Figure 1. Signal wires by layer (run 1).
Scale bar: 20 um. Only two layers are drawn.
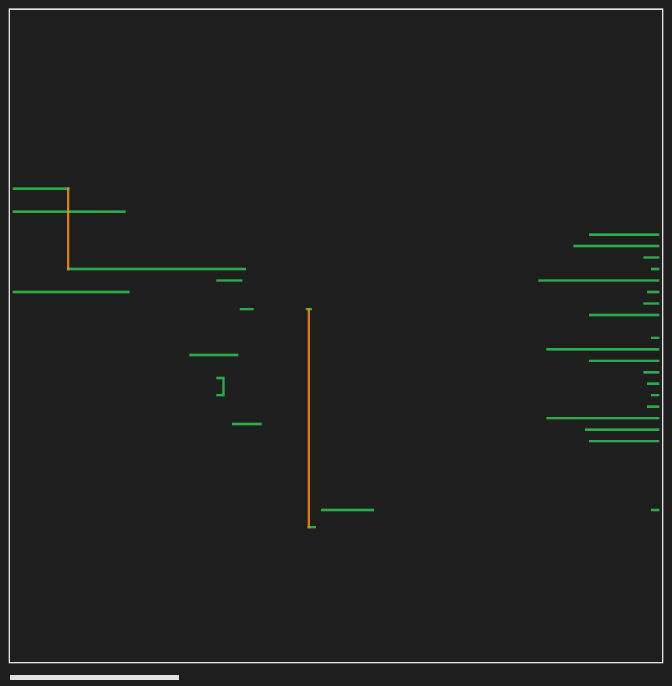
Figure 2. Signal wires on met1 (run 1).
Scale bar: 20 um.
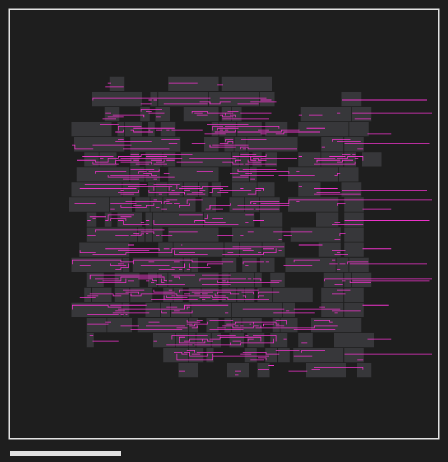
Figure 3. Layout detail (run 1).
Scale bar: 5 um. Window x 48 to 68, y 48 to 68 um. Cells in gray, sequential cells in the stronger gray; small squares are vias.
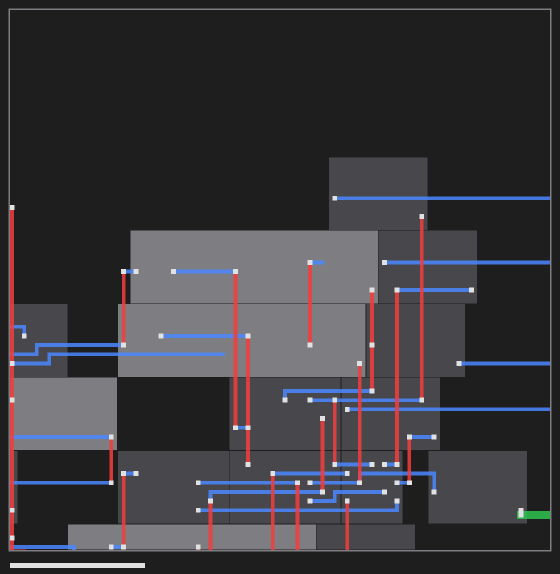
[config.mk]
export PLATFORM = sky130hd
export DESIGN_NAME = aes_bist_ctrl_flat
export DESIGN_NICKNAME = d
export VERILOG_FILES = /design/src/rtl/aes_bist_ctrl_if.sv /design/src/rtl/aes_bist_ctrl.sv /design/src/flat_wrapper.sv
export SDC_FILE = /design/constraint.sdc
export NUM_CORES = 1
export LEC_CHECK = 0
export CAP_MARGIN = 0
export CORE_MARGIN = 10
export CORE_UTILIZATION = 45
export CTS_BUF_LIST = sky130_fd_sc_hd__clkbuf_16
export DETAILED_ROUTE_END_ITERATION = 6
export PLACE_DENSITY = 0.73
export SETUP_SLACK_MARGIN = 0.15
export SYNTH_ARGS = -nofsm -noshare
export SYNTH_HDL_FRONTEND = slang
export SYNTH_SLANG_ARGS = --single-unit
[constraint.sdc]
create_clock -name clk -period 1.91 [get_ports clk]
set_input_delay 0.2865 -clock clk [delete_from_list [all_inputs] [get_ports clk]]
set_output_delay 0.2865 -clock clk [all_outputs]
set_load 0.05 [all_outputs]
[src/rtl/aes_bist_ctrl_if.sv]
// BIST control/status bundle between the sequencer and the AES LFSR/MISR wrapper.
// Latency: none, this is wiring only.
// Backpressure: none; aes_done_valid is a strobe that cannot be stalled.
interface aes_bist_ctrl_if;
  logic       start;
  logic       aes_done_valid;
  logic       aes_done;
  logic [7:0] sig_in;
  logic       is_bist;
  logic       enable_lsfr_misr;
  logic       bist_clear;
  logic       bist_busy;
  logic       bist_done;
  logic       bist_pass;
  logic       bist_timeout;
  logic [7:0] sig_captured;

  // Sequencer side: drives the wrapper controls and the status.
  modport master (
    input  start, aes_done_valid, aes_done, sig_in,
    output is_bist, enable_lsfr_misr, bist_clear, bist_busy,
           bist_done, bist_pass, bist_timeout, sig_captured
  );

  // Wrapper / test-access side.
  modport slave (
    output start, aes_done_valid, aes_done, sig_in,
    input  is_bist, enable_lsfr_misr, bist_clear, bist_busy,
           bist_done, bist_pass, bist_timeout, sig_captured
  );
endinterface

[src/rtl/aes_bist_ctrl.sv]
// BIST sequencer: clears the wrapper, counts output bytes, then checks the MISR signature.
// Latency: CLEAR 1 cycle after the start edge, RUN after 2; done 3 cycles after the last beat.
// Backpressure: none; beats are counted as they arrive and a stalled core ends in a timeout.
module aes_bist_ctrl #(
  parameter logic [7:0] GOLDEN_SIG    = 8'hC0,
  parameter int         NUM_OUT_BYTES = 16,
  parameter int         TIMEOUT_CYC   = 1023
) (
  input  logic          clk,
  input  logic          rst,
  aes_bist_ctrl_if.master bus
);

  localparam int TW = $clog2(TIMEOUT_CYC + 1);
  localparam int BW = $clog2(NUM_OUT_BYTES + 1);

  localparam logic [BW-1:0] LAST_BYTE = BW'(NUM_OUT_BYTES - 1);
  localparam logic [TW-1:0] TMO_LAST  = TW'(TIMEOUT_CYC - 1);

  localparam logic [2:0] S_IDLE    = 3'd0;
  localparam logic [2:0] S_CLEAR   = 3'd1;
  localparam logic [2:0] S_RUN     = 3'd2;
  localparam logic [2:0] S_SETTLE  = 3'd3;
  localparam logic [2:0] S_COMPARE = 3'd4;
  localparam logic [2:0] S_PASS    = 3'd5;
  localparam logic [2:0] S_FAIL    = 3'd6;

  logic [2:0]    state_q, state_d;
  logic          start_q;
  logic [BW-1:0] byte_cnt_q, byte_cnt_d;
  logic [TW-1:0] tmo_cnt_q, tmo_cnt_d;
  logic          tmo_flag_q, tmo_flag_d;
  logic [7:0]    sig_q, sig_d;
  logic          start_edge;

  // aes_done is informational; the run is delimited by the beat count alone.
  logic unused_aes_done;
  assign unused_aes_done = bus.aes_done;

  assign start_edge = bus.start & ~start_q;

  // Next-state and counter updates; counters saturate rather than wrap.
  always_comb begin
    state_d    = state_q;
    byte_cnt_d = byte_cnt_q;
    tmo_cnt_d  = tmo_cnt_q;
    tmo_flag_d = tmo_flag_q;
    sig_d      = sig_q;
    case (state_q)
      S_IDLE: begin
        if (start_edge) state_d = S_CLEAR;
      end
      S_CLEAR: begin
        byte_cnt_d = '0;
        tmo_cnt_d  = '0;
        tmo_flag_d = 1'b0;
        state_d    = S_RUN;
      end
      S_RUN: begin
        if (tmo_cnt_q != '1) tmo_cnt_d = tmo_cnt_q + 1'b1;
        if (bus.aes_done_valid && (byte_cnt_q != '1)) byte_cnt_d = byte_cnt_q + 1'b1;
        // The final beat takes priority over a coincident timeout.
        if (bus.aes_done_valid && (byte_cnt_q == LAST_BYTE)) begin
          state_d = S_SETTLE;
        end else if (tmo_cnt_q == TMO_LAST) begin
          state_d    = S_FAIL;
          tmo_flag_d = 1'b1;
        end
      end
      S_SETTLE: begin
        state_d = S_COMPARE;
      end
      S_COMPARE: begin
        sig_d   = bus.sig_in;
        state_d = (bus.sig_in == GOLDEN_SIG) ? S_PASS : S_FAIL;
      end
      S_PASS, S_FAIL: begin
        if (start_edge) begin
          state_d    = S_CLEAR;
          tmo_flag_d = 1'b0;
        end
      end
      default: begin
        state_d = S_IDLE;
      end
    endcase
  end

  // State, counters, start-edge history and captured signature.
  always_ff @(posedge clk or negedge rst) begin
    if (!rst) begin
      state_q    <= S_IDLE;
      start_q    <= 1'b0;
      byte_cnt_q <= '0;
      tmo_cnt_q  <= '0;
      tmo_flag_q <= 1'b0;
      sig_q      <= 8'h00;
    end else begin
      state_q    <= state_d;
      start_q    <= bus.start;
      byte_cnt_q <= byte_cnt_d;
      tmo_cnt_q  <= tmo_cnt_d;
      tmo_flag_q <= tmo_flag_d;
      sig_q      <= sig_d;
    end
  end

  // Outputs decode from the registered state, so an async reset clears them at once.
  assign bus.is_bist          = (state_q != S_IDLE);
  assign bus.enable_lsfr_misr = (state_q == S_RUN);
  assign bus.bist_clear       = (state_q == S_CLEAR);
  assign bus.bist_busy        = (state_q == S_CLEAR) || (state_q == S_RUN) ||
                                (state_q == S_SETTLE) || (state_q == S_COMPARE);
  assign bus.bist_done        = (state_q == S_PASS) || (state_q == S_FAIL);
  assign bus.bist_pass        = (state_q == S_PASS);
  assign bus.bist_timeout     = (state_q == S_FAIL) && tmo_flag_q;
  assign bus.sig_captured     = sig_q;

endmodule
[src/flat_wrapper.sv]
// flat-port wrapper written by rule: the top's interface ports become plain ports
module aes_bist_ctrl_flat 
#(
  parameter logic [7:0] GOLDEN_SIG    = 8'hC0,
  parameter int         NUM_OUT_BYTES = 16,
  parameter int         TIMEOUT_CYC   = 1023
)
  (clk, rst, bus_start, bus_aes_done_valid, bus_aes_done, bus_sig_in, bus_is_bist, bus_enable_lsfr_misr, bus_bist_clear, bus_bist_busy, bus_bist_done, bus_bist_pass, bus_bist_timeout, bus_sig_captured);
  aes_bist_ctrl_if bus_i ();
  input  logic clk;
  input  logic rst;
  input wire logic [$bits(bus_i.start)-1:0] bus_start;
  input wire logic [$bits(bus_i.aes_done_valid)-1:0] bus_aes_done_valid;
  input wire logic [$bits(bus_i.aes_done)-1:0] bus_aes_done;
  input wire logic [$bits(bus_i.sig_in)-1:0] bus_sig_in;
  output wire logic [$bits(bus_i.is_bist)-1:0] bus_is_bist;
  output wire logic [$bits(bus_i.enable_lsfr_misr)-1:0] bus_enable_lsfr_misr;
  output wire logic [$bits(bus_i.bist_clear)-1:0] bus_bist_clear;
  output wire logic [$bits(bus_i.bist_busy)-1:0] bus_bist_busy;
  output wire logic [$bits(bus_i.bist_done)-1:0] bus_bist_done;
  output wire logic [$bits(bus_i.bist_pass)-1:0] bus_bist_pass;
  output wire logic [$bits(bus_i.bist_timeout)-1:0] bus_bist_timeout;
  output wire logic [$bits(bus_i.sig_captured)-1:0] bus_sig_captured;
  assign bus_i.start = bus_start;
  assign bus_i.aes_done_valid = bus_aes_done_valid;
  assign bus_i.aes_done = bus_aes_done;
  assign bus_i.sig_in = bus_sig_in;
  assign bus_is_bist = bus_i.is_bist;
  assign bus_enable_lsfr_misr = bus_i.enable_lsfr_misr;
  assign bus_bist_clear = bus_i.bist_clear;
  assign bus_bist_busy = bus_i.bist_busy;
  assign bus_bist_done = bus_i.bist_done;
  assign bus_bist_pass = bus_i.bist_pass;
  assign bus_bist_timeout = bus_i.bist_timeout;
  assign bus_sig_captured = bus_i.sig_captured;
  aes_bist_ctrl #(.GOLDEN_SIG(GOLDEN_SIG), .NUM_OUT_BYTES(NUM_OUT_BYTES), .TIMEOUT_CYC(TIMEOUT_CYC)) u_core (.clk(clk), .rst(rst), .bus(bus_i));
endmodule
==> notes.md, run 1 <==
Results of the flow run.

The run finished with clean final reports. Per the OpenROAD floorplan log, the area of the core is 3100 um^2. Per the cell usage report, the commonest logic cell in the layout is sky130_fd_sc_hd__dfrtp_1. Sorting the synthesis cell report by count puts at the top sky130_fd_sc_hd__dfrtp_1.

The setup path with the least slack is of type reg2reg. On the final layout, the worst hold slack is 406 ps. u_core.tmo_cnt_q holds more flip-flops than any other register. The sequential share of power stands at 0.276. Looking at the reg2reg group, the worst path starts from u_core.state_q[2]. After routing, the total negative slack on setup checks comes to 0 ps. The average wire length per cell after detail routing stands at 16.2 um. The synthesis-to-finish area growth stands at 45.8%. At the worst endpoint, the required time is 2110 ps. The clock passes through at most 2 buffers. The placed standard-cell area stands at 1920 um^2. The proportion of register bits with asynchronous set or reset after synthesis stands at 1.00.

In the final design database the tool counted 208 nets. OpenSTA lists the critical path startpoint as u_core.state_q[2]. The longest incremental delay of any stage on the critical path is reported as 440 ps. According to the tapcell log, the count of inserted taps is 44. TritonCTS built the clock tree. The worst setup path is launched from a flop. The clock buffers instantiated in the layout total 3. Summing all non-filler instances in the final layout gives an area of 2150 um^2. The switching power stands at roughly 1.5 mW.

CTS built an H-tree with a depth of 1. In the final report, the number of hold violations comes to 0. STA classifies the critical path endpoint as a flop.
Back to the opening pictures, Figure 1:
Key: orange = M4 [wire length 35.4 um]; green = M3 [wire length 179 um]

Back to the opening pictures, Figure 2:
The layer holds 45% of the routed length. The layer carries 1700 um of wire.
met1 global-route usage: 0.144
Post-Route WL: 3.77 mm
total number of vias: 1302

Back to the opening pictures, Figure 3:
Key: green = M3; blue = M1; red = M2
Sequential cells in the window: 2. Netlist names of flops here include u_core.bus.sig_captured (2). 12 logic cells have their middle in the window. Most frequent: clkdlybuf4s50_1 (5), mux2_2 (3), dfrtp_1 (2).

## run 1: layer usage
layer  wire (um)  vias up  share of wire  global-route usage
met2        1860       37           0.49               0.204
met1        1700      635           0.45               0.144
met3         179        4          0.048              0.0350
li1            -      626              -                   -
met4          35        0         0.0093              0.0328
met5           0        -              0                   0
## run 1: worst max-delay path: cells and delay by family, from the launching register on
family	cells	cell delay, ps
and+or+nand+nor	3	1240
AOI/OAI and AO/OA	1	130
DFF	1	390
## run 1: cell families after synthesis
family | count (synthesis) | share of synthesized area
AND-OR/OR-AND | 33 | 0.152
XOR/XNOR | 4 | 0.0237
adder cells (fa/ha/maj) | 5 | 0.0424
buffers and inverters | 12 | 0.0313
flip-flops | 28 | 0.475
multiplexers | 10 | 0.0746
AND/OR/NAND/NOR | 54 | 0.202
## Run 2: what changed since run 1
--- a/config.mk
+++ b/config.mk
@@ -6,10 +6,11 @@
 export NUM_CORES = 1
 export LEC_CHECK = 0
 export CAP_MARGIN = 0
-export CORE_MARGIN = 10
+export CORE_MARGIN = 1
 export CORE_UTILIZATION = 45
 export CTS_BUF_LIST = sky130_fd_sc_hd__clkbuf_16
 export DETAILED_ROUTE_END_ITERATION = 6
+export GPL_ROUTABILITY_DRIVEN = 0
 export PLACE_DENSITY = 0.73
 export SETUP_SLACK_MARGIN = 0.15
 export SYNTH_ARGS = -nofsm -noshare
Figure 4. Signal wires by layer (run 2).
Scale bar: 20 um. Only two layers are drawn.
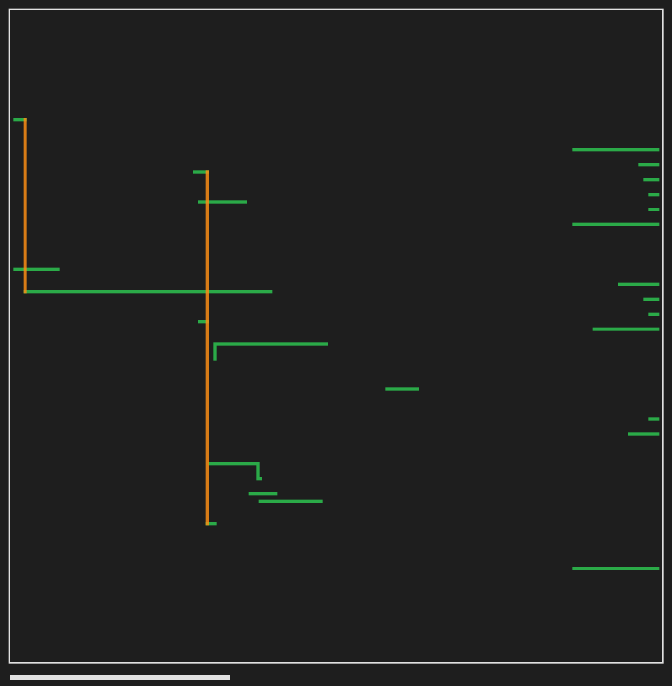
Key: green = M3 [wire length 103 um]; orange = M4 [wire length 47.6 um]

Figure 5. Congestion heat map (run 2).
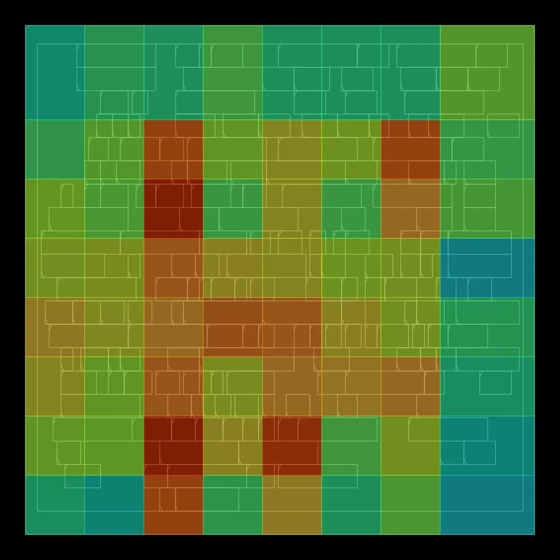
Most Used Layer, Global Route: met2
overall routing resource usage: 0.211

Figure 6. Signal wires on met1 (run 2).
Scale bar: 20 um.
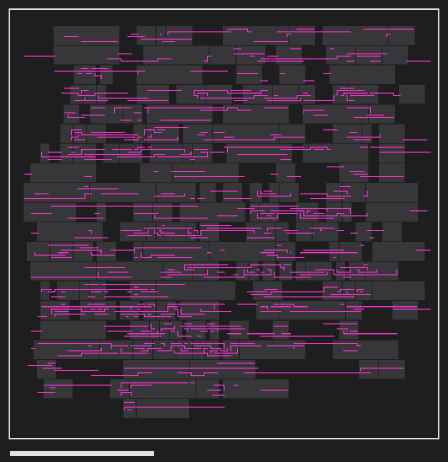
The longest straight run is 20.2 um. The layer carries 1470 um of wire.
total number of vias: 1260
met1 global-route usage: 0.271
Post-Route WL: 3.28 mm

==> run 2 against run 1 <==
Effect of this change:
- flip-flop count is the same
- wire length shrank 13%
- critical path type unchanged
- register-to-register slack gained 40 ps
- first-iteration DRC count is 2.4% higher
==> notes.md, run 2 <==
Results of the flow run.

The basic-gate share of the synthesized area counting and, or, nand and nor cells was 0.202 (unchanged). The AND-OR/OR-AND share of the synthesized area is 0.152 (unchanged). The number of primary I/O pins came to 28 (unchanged). The H-tree depth is 1 (unchanged).

The xor-xnor portion of the synthesized cell area stands at 0.0237 (unchanged). The dominant cell by count in the synthesized netlist was sky130_fd_sc_hd__dfrtp_1 (unchanged). The area fraction of the dominant cell type after synthesis was 0.475 (unchanged).

The worst-path maximum fanout stands at 6 (unchanged). The synthesis-to-finish area growth came to 42.5% (was 45.8%). The total length of routed met2 wires stands at 1.67 mm (was 1.86 mm).

The proportion of register bits with asynchronous set or reset after synthesis was 1.00 (unchanged). The sequential share of power was 0.274 (was 0.276). The maximum frequency from static timing analysis stands at 558 MHz (was 547 MHz). The top layer used by detailed routing is met4 (unchanged). The met3 global-route usage is 0.0349 (was 0.0350). The core box area is 3080 um^2 (was 3100 um^2).

The critical path startpoint category is a flop (unchanged). The final max-slew violation count stands at 0 (unchanged). The switching power stands at 1.42 mW (was 1.49 mW). The number of buffers on the longest clock path stands at 2 (unchanged). The launching element of the worst setup path is u_core.state_q[2] (unchanged).

The sum of negative setup slack stands at 0 ps (unchanged). The largest register by flop count is u_core.tmo_cnt_q (unchanged). The met1 wire length came to 1.47 mm (was 1.70 mm). The top logic cell family in the synthesized netlist is simple AND/OR/NAND/NOR gates (unchanged). The placed standard-cell area stands at 1910 um^2 (was 1920 um^2). The count of buffer and inverter cells on the critical path stands at 0 (unchanged).

The average wire length per cell after detail routing stands at 14.4 um (was 16.2 um). The detailed route wirelength on metal3 was 103 um (was 179 um). Most instantiated logic cells after routing: sky130_fd_sc_hd__dfrtp_1 (28), sky130_fd_sc_hd__clkdlybuf4s50_1 (19), sky130_fd_sc_hd__buf_4 (14), sky130_fd_sc_hd__nand2_1 (12), sky130_fd_sc_hd__mux2_2 (8) (was sky130_fd_sc_hd__dfrtp_1 (28), sky130_fd_sc_hd__clkdlybuf4s50_1 (19), sky130_fd_sc_hd__buf_4 (15), sky130_fd_sc_hd__nand2_1 (12), sky130_fd_sc_hd__mux2_2 (8)). The hold violation count in the final report stands at 0 (unchanged). The finished layout cell area was 2100 um^2 (was 2150 um^2). The clock tree from TritonCTS is yes (unchanged).

Ordered cell list for the critical path: or3b_4 > or3_4 > or4_4 > a21oi_2 (was or3b_4 > or3_4 > or4_1 > a21oi_2). The mux cell area share after synthesis stands at 0.0746 (unchanged). The number of cells in Yosys stat came to 146 (unchanged). The final net count came to 203 (was 208). The highest cell delay on the worst timing path came to 440 ps (about the same). The global-route met2 utilization is 0.358 (was 0.204).

The most common logic cell in the routed design is sky130_fd_sc_hd__dfrtp_1 (unchanged). The worst endpoint required time was 2100 ps (was 2110 ps). The area fraction in full adders, half adders and majority gates came to 0.0424 (unchanged). The register area share after synthesis stands at 0.475 (unchanged). Outcome: complete, no violations (unchanged). The cell count along the critical path was 4 (unchanged).
run 2: cell type report:
type	count	area (um^2)
Clock buffer	3	75.1
Sequential cell	28	701
Inverter	7	32.5
Fill cell	265	973
Tap cell	44	55.1
Clock inverter	1	30.0
Timing Repair Buffer	39	415
Multi-Input combinational cell	106	796
run 2: cells by family after synthesis:
group | Yosys count
AND/OR/NAND/NOR | 54
AND-OR/OR-AND | 33
flip-flops | 28
buffers and inverters | 12
multiplexers | 10
adder cells (fa/ha/maj) | 5
XOR/XNOR | 4
run 2: per-stage QoR:
| stage | hold slack [ps] | cells |
|---|---|---|
| after floorplan | -9.09 | 146 |
| after global placement | 488 | 220 |
| after detailed placement | 496 | 220 |
| after CTS | 422 | 226 |
| after global routing | 443 | 228 |
| final | 408 | 228 |
## Run 3: what changed since run 2
--- a/config.mk
+++ b/config.mk
@@ -5,7 +5,6 @@
 export SDC_FILE = /design/constraint.sdc
 export NUM_CORES = 1
 export LEC_CHECK = 0
-export CAP_MARGIN = 0
 export CORE_MARGIN = 1
 export CORE_UTILIZATION = 45
 export CTS_BUF_LIST = sky130_fd_sc_hd__clkbuf_16
@@ -16,3 +15,4 @@
 export SYNTH_ARGS = -nofsm -noshare
 export SYNTH_HDL_FRONTEND = slang
 export SYNTH_SLANG_ARGS = --single-unit
+export TNS_END_PERCENT = 20
Figure 7. Signal wires on met1 (run 3).
Scale bar: 20 um.
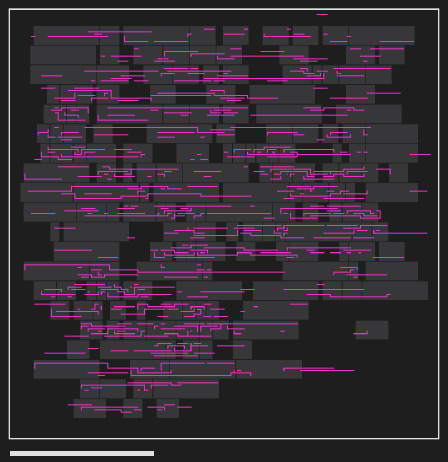
183 nets have wire on it. The wires run mostly horizontal. The longest straight run is 20.2 um. The layer holds 43% of the routed length.
Post-Route WL: 3.39 mm
met1 global-route usage: 0.281

Figure 8. Routed metal per tile (run 3).
12 x 12 tiles, from white (low) to dark blue (high), scaled to the fullest tile. Values are wire area over tile area, all layers added.
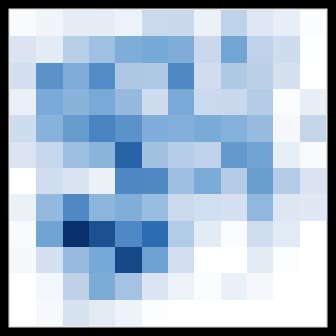
16% of the tiles are over half the peak. The densest ninth of the die: center. 14% of the tiles are nearly empty. The fullest tile reaches 0.55.

Figure 9. Congestion heat map (run 3).
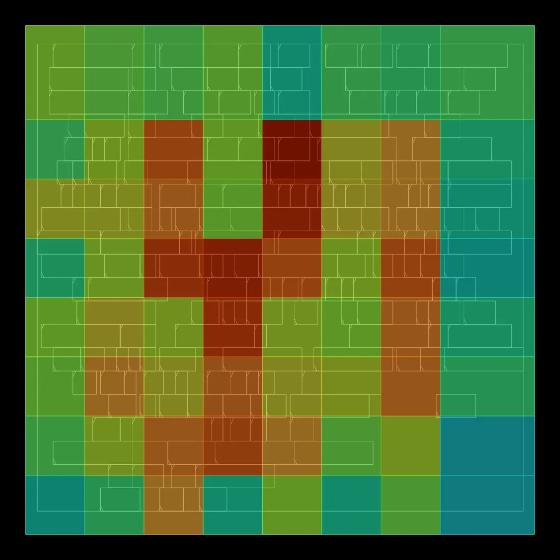
final standard cell utilization of the core: 0.676
average wire per cell in the routed design: 14.9 um

==> run 3 against run 2 <==
Effect of this change:
- final cell count fell by 0.44%
- largest cell class unchanged
- first-iteration DRC count fell by 2.3%
- sequential power rose by 1%
- setup slack improved by 0.76 ps
- fmax barely moved
- global-route usage fell by 0.081 points
- area after synthesis did not move
- core utilization fell by 0.73 points
- clock power fell by 25%
- hold slack got worse by 2.2 ps
- count of clock-buffer cells in the layout did not move
==> notes.md, run 3 <==
Results of the flow run.

The launching element of the worst setup path is u_core.state_q[0] (was u_core.state_q[2]). The worst slack on hold paths is 406 ps (was 408 ps). The global-route met2 utilization stands at 0.332 (was 0.358). The area fraction of the dominant cell type after synthesis was 0.475 (unchanged).

The AND-OR/OR-AND share of the synthesized area stands at 0.152 (unchanged). The nature of the critical path endpoint is a flop (unchanged). The number of signal-net buffers in the layout came to 39 (unchanged). The number of buffers on the longest clock path stands at 2 (unchanged). The clock-cell share of area came to 0.0361 (was 0.0499). The tap cell instance count was 44 (unchanged).

The overall global routing resource usage stands at 0.210 (was 0.211). The met3 global-route usage was 0.0480 (was 0.0349). The total placed cells including tap cells stands at 222 (was 220). The flip-flop and latch area stands at 701 um^2 (unchanged). The highest cell delay on the worst timing path stands at 430 ps (was 440 ps). The final instance count without filler cells stands at 227 (was 228). The clock tree from TritonCTS was yes (unchanged). The type of the worst setup path is reg2reg (unchanged). Most instantiated logic cells after routing: sky130_fd_sc_hd__dfrtp_1 (28), sky130_fd_sc_hd__clkdlybuf4s50_1 (19), sky130_fd_sc_hd__buf_4 (13), sky130_fd_sc_hd__nand2_1 (12), sky130_fd_sc_hd__mux2_2 (8) (was sky130_fd_sc_hd__dfrtp_1 (28), sky130_fd_sc_hd__clkdlybuf4s50_1 (19), sky130_fd_sc_hd__buf_4 (14), sky130_fd_sc_hd__nand2_1 (12), sky130_fd_sc_hd__mux2_2 (8)).

The final max-slew violation count stands at 0 (unchanged). The proportion of register bits with asynchronous set or reset after synthesis stands at 1.00 (unchanged). The multi-input combinational gate total came to 106 (unchanged).

The count of clock tree sinks came to 28 (unchanged). The register area share after synthesis stands at 0.475 (unchanged). The non-clock inverter total of the final layout is 7 (unchanged). The cell count along the critical path stands at 4 (unchanged). The sum of negative setup slack came to 0 ps (unchanged).

The synthesis-to-finish area growth came to 41.0% (was 42.5%). The largest register by flop count was u_core.tmo_cnt_q (unchanged). The count of buffer and inverter cells on the critical path is 0 (unchanged).

Outcome: complete, no violations (unchanged). The layer with the highest usage after global routing is met2 (unchanged). The dominant cell by count in the synthesized netlist was sky130_fd_sc_hd__dfrtp_1 (unchanged). The basic-gate share of the synthesized area counting and, or, nand and nor cells stands at 0.202 (unchanged).

The combinational cell area excluding buffers and inverters stands at 805 um^2 (was 796 um^2). The top logic cell family in the synthesized netlist is simple AND/OR/NAND/NOR gates (unchanged). The area fraction in full adders, half adders and majority gates stands at 0.0424 (unchanged). The xor-xnor portion of the synthesized cell area stands at 0.0237 (unchanged). The H-tree depth was 1 (unchanged). The register fraction of the total cell area was 0.337 (was 0.333). The core box area stands at 3080 um^2 (unchanged). The top layer used by detailed routing was met4 (unchanged). The startpoint of the most critical register-to-register path is u_core.state_q[0] (was u_core.state_q[2]). The most common logic cell in the routed design is sky130_fd_sc_hd__dfrtp_1 (unchanged). The final net count stands at 203 (unchanged).

The critical path startpoint category was a flop (unchanged). The number of primary I/O pins stands at 28 (unchanged). The mux cell area share after synthesis stands at 0.0746 (unchanged). The total length of routed met2 wires stands at 1.74 mm (was 1.67 mm).

The placed standard-cell area was 1920 um^2 (was 1910 um^2).
[run 3: cell counts after synthesis]
Identical to the previous run, type by type.
[run 3: power by group]
| group | total [mW] | leakage, nW | internal (mW) | switching (mW) |
|---|---|---|---|---|
| registers | 0.960 | 0.353 | 0.798 | 0.162 |
| clock network | 0.459 | 0.0370 | 0.277 | 0.182 |
| logic | 1.88 | 0.482 | 0.819 | 1.06 |
| total | 3.30 | 0.872 | 1.89 | 1.41 |
[run 3: cell families (layout without fill, tap and decap cells)]
kind of cell	after synthesis	in the layout
compound gates	33	33
xor+xnor	4	4
flops	28	28
simple gates	54	54
fa+ha+maj	5	5
mux	10	10
buf+inv	12	49
Power and IR drop assume default switching activity.
